`config.mk`:
```
export PLATFORM = sky130hd
export DESIGN_NAME = vram_arbiter
export DESIGN_NICKNAME = d
export VERILOG_FILES = /design/src/rtl/vram_arbiter.sv
export SDC_FILE = /design/constraint.sdc
export NUM_CORES = 1
export LEC_CHECK = 0
export ABC_CLOCK_PERIOD_IN_PS = 3300
export CORE_MARGIN = 2
export CORE_UTILIZATION = 35
export DETAILED_ROUTE_END_ITERATION = 8
export PLACE_DENSITY = 0.68
export SYNTH_ARGS = -nofsm -noshare
export SYNTH_HDL_FRONTEND = slang
export SYNTH_SLANG_ARGS = --single-unit
```
`constraint.sdc`:
```
create_clock -name clk_i -period 3.3 [get_ports clk_i]
set_input_delay 0.33 -clock clk_i [delete_from_list [all_inputs] [get_ports clk_i]]
set_output_delay 0.33 -clock clk_i [all_outputs]
set_load 0.01 [all_outputs]
```
`src/rtl/vram_arbiter.sv`:
```
// Arbitrates one single-port synchronous VRAM between display scan-out fetches (absolute priority)
// and a req/ack host write port that fills the cycles the display leaves free.
module vram_arbiter #(
   parameter int DW      = 8,
   parameter int AW      = 17,
   parameter int SCALE   = 1,
   parameter int H_CELLS = 320,
   parameter int V_CELLS = 240
) (
   input  logic          clk_i,
   input  logic          rst_ni,
   input  logic          pix_tick_i,
   input  logic          video_on_i,
   input  logic [9:0]    pixel_x_i,
   input  logic [9:0]    pixel_y_i,
   input  logic          wr_req_i,
   input  logic [AW-1:0] wr_addr_i,
   input  logic [DW-1:0] wr_data_i,
   output logic          wr_ack_o,
   output logic [AW-1:0] mem_addr_o,
   output logic          mem_we_o,
   output logic [DW-1:0] mem_wdata_o,
   input  logic [DW-1:0] mem_rdata_i,
   output logic [DW-1:0] pix_data_o,
   output logic          pix_valid_o,
   output logic          wr_err_o,
   output logic          overrun_o
);

   localparam logic [31:0] N_CELLS = 32'(H_CELLS * V_CELLS);

   typedef enum logic [1:0] {IDLE, DISP_RD, WR} state_e;

   state_e        state_q, state_d;
   logic          tick_q;
   logic          von_q;
   logic [AW-1:0] cell_q;
   logic          rdBlank_q;
   logic          cap_q;
   logic          wr_ack_q;
   logic          mem_we_q;
   logic [AW-1:0] mem_addr_q;
   logic [DW-1:0] mem_wdata_q;
   logic [DW-1:0] pix_data_q;
   logic          pix_valid_q;
   logic          wr_err_q;
   logic          overrun_q;

   logic [AW-1:0] cellAddr;
   logic          wrInRange;

   // Row-major cell index of the replicated pixel; the multiply wraps at AW bits by design.
   assign cellAddr  = AW'(pixel_y_i >> SCALE) * AW'(H_CELLS) + AW'(pixel_x_i >> SCALE);
   assign wrInRange = (32'(wr_addr_i) < N_CELLS);

   // A pending display fetch always wins; a write never follows a write, and yields to a fresh tick.
   always_comb begin
      state_d = IDLE;
      if (tick_q)
         state_d = DISP_RD;
      else if (wr_req_i && !pix_tick_i && (state_q != WR))
         state_d = WR;
   end

   always_ff @(posedge clk_i or negedge rst_ni) begin
      if (!rst_ni) begin
         state_q     <= IDLE;
         tick_q      <= 1'b0;
         von_q       <= 1'b0;
         cell_q      <= '0;
         rdBlank_q   <= 1'b0;
         cap_q       <= 1'b0;
         wr_ack_q    <= 1'b0;
         mem_we_q    <= 1'b0;
         mem_addr_q  <= '0;
         mem_wdata_q <= '0;
         pix_data_q  <= '0;
         pix_valid_q <= 1'b0;
         wr_err_q    <= 1'b0;
         overrun_q   <= 1'b0;
      end else begin
         state_q <= state_d;
         tick_q  <= pix_tick_i;
         if (pix_tick_i) begin
            von_q  <= video_on_i;
            cell_q <= cellAddr;
         end
         if (pix_tick_i && (tick_q || (state_q == DISP_RD)))
            overrun_q <= 1'b1;

         wr_ack_q <= 1'b0;
         mem_we_q <= 1'b0;
         case (state_d)
            DISP_RD: begin
               rdBlank_q <= !von_q;
               if (von_q)
                  mem_addr_q <= cell_q;
            end
            WR: begin
               mem_addr_q  <= wr_addr_i;
               mem_wdata_q <= wr_data_i;
               mem_we_q    <= wrInRange;
               wr_ack_q    <= 1'b1;
               if (!wrInRange)
                  wr_err_q <= 1'b1;
            end
            default: begin
            end
         endcase

         // A fetch superseded by a newer tick is dropped rather than shown late.
         cap_q       <= (state_q == DISP_RD) && !tick_q && !pix_tick_i;
         pix_valid_q <= cap_q;
         if (cap_q)
            pix_data_q <= rdBlank_q ? '0 : mem_rdata_i;
      end
   end

   assign wr_ack_o    = wr_ack_q;
   assign mem_addr_o  = mem_addr_q;
   assign mem_we_o    = mem_we_q;
   assign mem_wdata_o = mem_wdata_q;
   assign pix_data_o  = pix_data_q;
   assign pix_valid_o = pix_valid_q;
   assign wr_err_o    = wr_err_q;
   assign overrun_o   = overrun_q;

endmodule

```
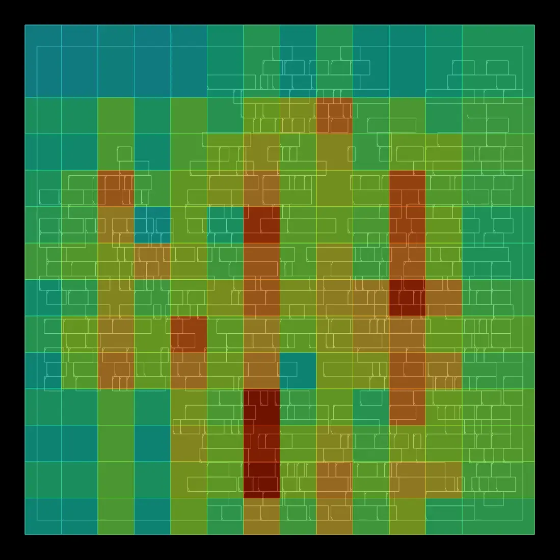
Fig. 1. Routing congestion (run 1).
global routing usage on met1: 0.186
met2 layer usage reported by global route: 0.251
global route hottest layer: met2
detailed-route wire length per cell: 13.8 um
GR Layer Usage met3: 0.0310

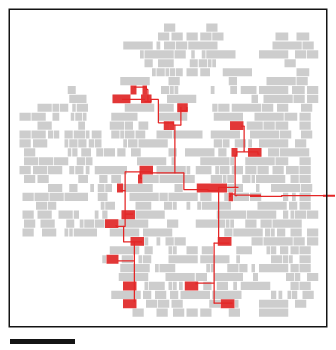
Fig. 2. Port wiring (run 1).
The bar under the picture is 20 um long.
| port | color | direction | edge | end cells | buffers | wire |
|---|---|---|---|---|---|---|
| `pix_tick_i` | red | input | right | 26 | 2 | 273 um |
I/O pin total: 96
Port Buffers: 93

==> notes.md, run 1 <==
Update from the flow run.

The run finished with clean final reports. The share of the synthesized area in the top cell type is 0.501. The routed layout has 2373 vias. The main kind of combinational logic by area is simple AND/OR/NAND/NOR gates.

The area share of and/or/nand/nor cells after synthesis is 0.137. The data required time at the worst endpoint is roughly 3.5 ns. The number of antenna violations at the first check in global routing is 0. For reference, the mux area share after synthesis is 0.0831.

TritonRoute reported its final design rule violation total as 0. The worst-case reg-to-reg setup slack stands at between 1.5 and 2 ns. The overall die area is 0.00931 sq mm.

The most numerous cell in the Yosys netlist is dfrtp_1. Per the CTS log, the maximum H-tree level is 3. Once the clock tree was built, the resizer swapped 0 gates to a different size. The wire length of the first global-routing pass is ~11000 um. The area figure in the yosys stat output is 0.00300 sq mm. At the end of routability-driven placement, the weighted congestion stood at 0.780.

In the routed layout, each cell is associated on average with a via count of 4.88. The registers of the reported paths see a clock transition of 0.06 ns. The internal power summed over all cells is 1.66 mW. The library cell occupying the most area in the post-synthesis netlist is dfrtp_1. Entering global routing, the biggest net connects 44 pins. The worst IR drop on VDD is around 0.22 mV.

The synthesis log from Yosys contains 0 warnings. In this run the power density over the cells is 530 mW/mm^2. Note, the detailed placer reported a final HPWL of 5000 um. The actual slew at the worst max-slew pin is 0.953 ns.

STA classifies the critical path startpoint as an input pin. The time the final worst path needs with I/O delays and setup is 2.94 ns. The clock reaches the later pin of the worst-skew pair after 0.33 ns.

The buffer count from post-CTS setup fixing is 0. Setup total negative slack on the finished layout was measured at 0 ns. Among all flip-flop cells after synthesis, the most frequent one is dfrtp_1. The antenna violation net count after detailed routing is 0. The tree is rooted in a clkbuf_8. The non-filler instance count after layout is slightly below 500.

The initial cell density of the core is 0.363. The beginning of the worst register-to-register path is tick_q. At the end of the flow, the number of nets in the layout was about 450. For this run, the top clock speed supported by timing is 340 MHz. Of the total synthesized cell area, the portion taken by XOR and XNOR cells is 0.0368. The area of the core is between 0.008 and 0.009 sq mm.

The cell-mix breakdown from Yosys lists the adder-cell area share as 0.0844. The via count of the first global-routing pass is roughly 2300. The total of hold buffers inserted after clock tree synthesis is 0. The cell count after synthesis is 273. The worst setup path is of the input pin to flop kind. The most common library cell in the layout ignoring fill and taps is clkdlybuf4s50_1. According to the CTS report, the clock sink count is 60.

The endpoint type of the worst setup path is a flop. The clock group share of total power is 0.293. The synthesized netlist was found by Yosys to have 273 cells.

Of the total synthesized cell area, the portion taken by AND-OR and OR-AND cells is 0.122. At floorplan, the net count of the design was reported as roughly 350. The final antenna diode tally reported by the flow is 0. The clock tree from TritonCTS is done. Measured against its own limit, the worst slew margin works out to 0.365. Setup repair after global routing left no endpoint under its margin.

The start point of the critical path is pixel_y_i[2]. The report shows a maximum critical-path fanout of 2. The path depth of the worst reg2reg path is 7. The end-of-flow timing check tallies setup violations at 0.

The count of warning messages emitted by the tools is 28. Relative to the synthesized area, the layout overhead comes to 43.4%. In the Yosys stats the netlist draws on 42 distinct library cells. The clock passes through at most 2 buffers.

The fraction of final layout cells sized beyond drive strength 1 is 0.136. The mean post-synth cell area is 11.0 sq um. The switching power total is about 0.6 mW. The script computed the net switching share of total power as 0.271.

The critical path ends at cell_q[16]. The aggregate routed wire length is 6710 um.
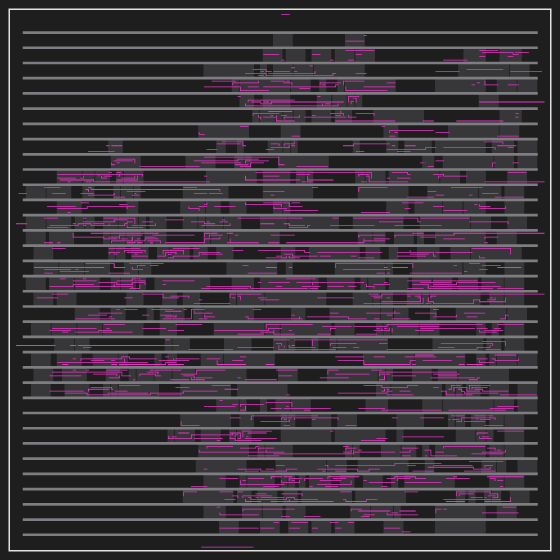
Fig. 3. M1 wires (run 1).
Supply wires on this layer in gray. Cells faint in the background.
longest straight run: 29.0 um
nets with wire on the layer: 388
main direction: horizontal
wire length on this layer: 2990 um

## run 1: critical path, cell delays in order
cell and delay [ns]:
clkdlybuf4s50_1 0.42, ha_1 0.30, ha_1 0.22, fa_1 0.41, xnor2_1 0.19, a2111oi_4 0.37
nand3_2 0.13, nor4_2 0.28, xnor3_1 0.25, mux2_4 0.26
## run 1: through the flow
step	hold slack, ns	power (mW)	setup slack (ns)
after global placement	0.442	1.62	0.0186
after global routing	0.221	2.42	0.188
final	0.153	2.28	0.355
after CTS	0.183	2.30	0.358
after detailed placement	0.436	1.63	-0.00906
after floorplan	0.0344	1.27	0.519
## run 1: power groups by stage
| stage | clock (mW) | combinational [mW] | sequential (mW) |
|---|---|---|---|
| 3_5_place_dp | 0 | 0.668 | 0.964 |
| 6_report | 0.666 | 0.662 | 0.948 |
| 4_1_cts | 0.680 | 0.673 | 0.951 |
| 3_3_place_gp | 0 | 0.659 | 0.957 |
| 2_1_floorplan | 0 | 0.283 | 0.990 |
| 5_1_grt | 0.714 | 0.735 | 0.966 |
## run 1: layout make-up
cell class | instances | area [sq um]
Inverter | 18 | 67.6
Clock buffer | 14 | 173
Fill cell | 741 | 3960
Timing Repair Buffer | 103 | 1000
Sequential cell | 60 | 1500
Tap cell | 105 | 131
Clock inverter | 1 | 30.0
Multi-Input combinational cell | 185 | 1390
## run 1: metal layers
metal / part of all wire / up-vias / GRT usage / wire [um]
met5: 0 / - / 0 / 0
li1: - / 1164 / - / -
met3: 0.076 / 6 / 0.0310 / 508
met1: 0.45 / 1127 / 0.186 / 2990
met2: 0.47 / 76 / 0.251 / 3130
met4: 0.012 / 0 / 0.0704 / 78
Fig. 4: run 1, signal wires on met2
Cells faint in the background.
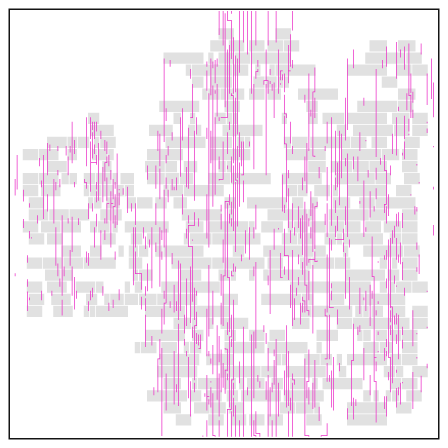

==> run 1 -> run 2 <==
--- a/config.mk
+++ b/config.mk
@@ -6,10 +6,11 @@
 export NUM_CORES = 1
 export LEC_CHECK = 0
 export ABC_CLOCK_PERIOD_IN_PS = 3300
+export CAP_MARGIN = 20
 export CORE_MARGIN = 2
 export CORE_UTILIZATION = 35
 export DETAILED_ROUTE_END_ITERATION = 8
-export PLACE_DENSITY = 0.68
+export PLACE_DENSITY = 0.63
 export SYNTH_ARGS = -nofsm -noshare
 export SYNTH_HDL_FRONTEND = slang
 export SYNTH_SLANG_ARGS = --single-unit
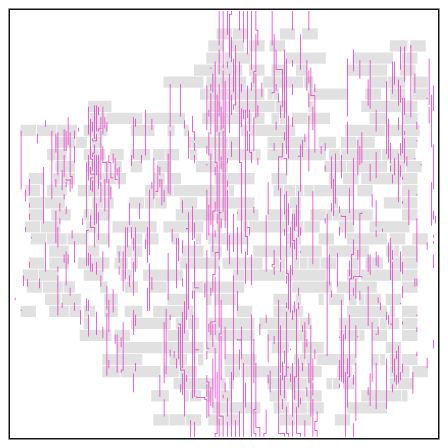
Fig. 5. Signal wires on met2 (run 2).
Cells faint in the background.
share of all routed wire: 47%
wire length on this layer: 3210 um
nets with wire on the layer: 383
longest straight run: 33.0 um
main direction: vertical

==> run 2 against run 1 <==
Against the previous run:
- global-route usage grew 0.41 points
- register-to-register slack about the same
- via count is 0.46% lower
- final cell count up 0.41%
- die size unchanged
- synthesized area unchanged
- utilization up 0.26 points
- clock skew decreased by 0.0017 ns
- first-iteration DRC count decreased by 37%
- sequential share of layout area decreased by 0.17 points
==> notes.md, run 2 <==
Update from the flow run.

The buffer depth of the longest clock path came to 2 (unchanged). The post-place setup slack is -0.0259 ns (-0.0168 ns). The buffer count from post-CTS setup fixing came to 0 (unchanged). The mean post-synth cell area came to 11.0 sq um (unchanged).

The total cells reported by yosys after synthesis came to 273 (unchanged). The area figure in the yosys stat output is 0.00300 sq mm (unchanged). The time the final worst path needs with I/O delays and setup is 2.98 ns (+0.0354 ns). The actual slew at the worst max-slew pin is 0.850 ns (-0.103 ns). The total power density per cell area is 539 mW/mm^2 (+1.7%). For this run the top cell type by instance count after synthesis was dfrtp_1.

The aggregate routed wire length came to 6760 um (+0.72%). The post-cts gate resize count is 0 (unchanged). The main kind of combinational logic by area is simple AND/OR/NAND/NOR gates.

The area share of and/or/nand/nor cells after synthesis came to 0.137 (unchanged). The total of hold buffers inserted after clock tree synthesis came to 0 (unchanged). Setup repair after global routing left no endpoint under its margin.

The DRC violation count after routing came to 0 (unchanged). The worst IR drop on VDD came to 0.228 mV (+4.4%). The library cell occupying the most area in the post-synthesis netlist is dfrtp_1. The most common library cell in the layout ignoring fill and taps is clkdlybuf4s50_1. The antenna violation net count after detailed routing is 0 (unchanged). The overall power consumption came to 2.33 mW (+2.2%). The initial cell density of the core came to 0.363 (unchanged). The parity-gate share of the synthesized area counting xor and xnor cells came to 0.0368 (unchanged). The setup path with the least slack is of type input pin to flop.

The flow ran to the end, and the final reports show no timing, DRC or antenna violations. The non-filler instance count after layout is 488 (+0.41%). The met3 routed wirelength came to 396 um (-22%). The adder and majority cell fraction of the synthesized area is 0.0844 (unchanged). The clock tree from TritonCTS is done. The tally of yosys warning messages is 0 (unchanged). The I/O pin count is 96 (unchanged). The fraction of final layout cells sized beyond drive strength 1 is 0.144 (+0.00712).

The overall die area is 0.00931 sq mm (unchanged). The worst setup path is captured at a flop. The net count after synthesis is 350 (unchanged).

The maximum level of the CTS H-tree is 3 (unchanged). The synthesis report names the predominant flop master as dfrtp_1. The clock latency on the worst-skew pair is 0.33 ns (about the same). Clock tree synthesis selected as its root buffer the cell clkbuf_8. The register clock-pin slew on the reported worst setup and hold paths is 0.07 ns (about the same). The number of diodes added for antenna fixing came to 0 (unchanged).

The area overhead of the layout relative to synthesis is 44.2%. The number of antenna violations at the first check in global routing is 0 (unchanged). The pin count of the biggest net entering global routing is 40 (-9.1%).

In this run the top signal layer used is met4. The detailed placement HPWL is 5090 um (+1.8%). The quantity of I/O buffers inserted on ports is 93 (unchanged). The count of warning messages emitted by the tools is 28 (unchanged). The via-per-instance ratio is 4.84 (-0.87%). The cell count after synthesis is 273 (unchanged). The global placer's final weighted congestion is 0.768 (-1.6%). The TritonCTS sink count is 60 (unchanged). STA lists the startpoint of the worst register-to-register path as tick_q. The final-report setup violation count is 0 (unchanged).

The type of element launching the critical path is an input pin. The net count of the finished layout is 455 (+0.22%). The distinct cell type count of the synthesized netlist was 42 (unchanged).

The data required time at the worst endpoint is 3.52 ns (about the same). The routed metal-1 wirelength came to 3040 um (+1.6%).
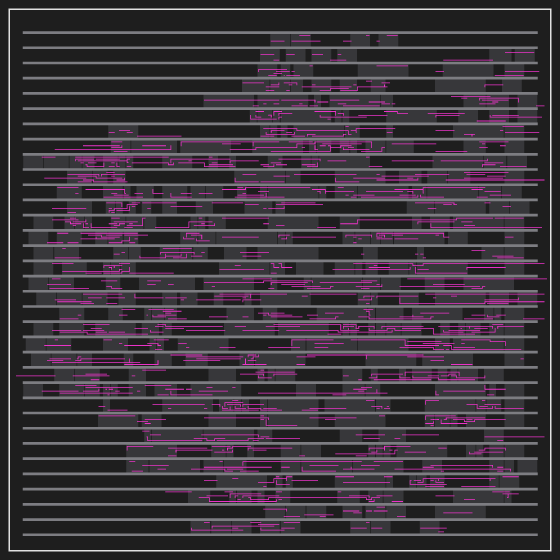
Fig. 6. M1 wires (run 2).
Supply wires on this layer in gray. Cells faint in the background.
share of all routed wire: 45%
wire length on this layer: 3040 um
main direction: horizontal
longest straight run: 24.8 um
nets with wire on the layer: 393

[run 2: path summary, 6_finish.rpt]
path / endpoint / slack, ns / depth (start not counted)
setup / recovery: cell_q[16] / 0.32 / 10
hold / removal: pix_data_o[1] / 0.10 / 1
setup reg to reg: mem_wdata_o[1] / 1.70 / 5
hold reg to reg: state_q[0] / 0.45 / 0
max in group asynchronous: mem_wdata_o[1] / 2.38 / 2
min in group clk_i: state_q[0] / 0.45 / 0
[run 2: power breakdown]
group / switching (mW) / internal, mW / leakage [nW]
clock network: 0.275 / 0.442 / 0.113
registers: 0.0766 / 0.871 / 0.720
logic: 0.281 / 0.384 / 1.05
[run 2: metal layers]
metal,global-route usage,up-vias
met5,0,-
met4,0.0751,0
met3,0.0248,10
met2,0.263,73
met1,0.190,1107
li1,-,1172
[run 2: cells by family (layout without fill, tap and decap cells)]
kind of cell,Yosys count,after routing
AOI/OAI and AO/OA,52,52
xor gates and xnor gates,11,11
adders and majority gates,19,19
buffers and inverters,28,138
DFF,60,60
muxes,22,22
and+or+nand+nor,81,81
[run 2: layout make-up]
type / instances / area [sq um]
clock inverters: 5 / 75.1
fillers: 743 / 3940
well taps: 105 / 131
flip-flops and latches: 60 / 1500
repair buffers: 104 / 1010
clock buffers: 11 / 141
multi-input cells: 185 / 1390
inverters: 18 / 67.6
[run 2: critical path: stages]
cell and delay [ns]:
clkdlybuf4s50_1 0.43, ha_1 0.31, ha_1 0.23, fa_1 0.41, xnor2_1 0.19, a2111oi_4 0.37
nand3_2 0.13, nor4_2 0.29, xnor3_1 0.25, mux2_4 0.26
Power and IR drop assume default switching activity.
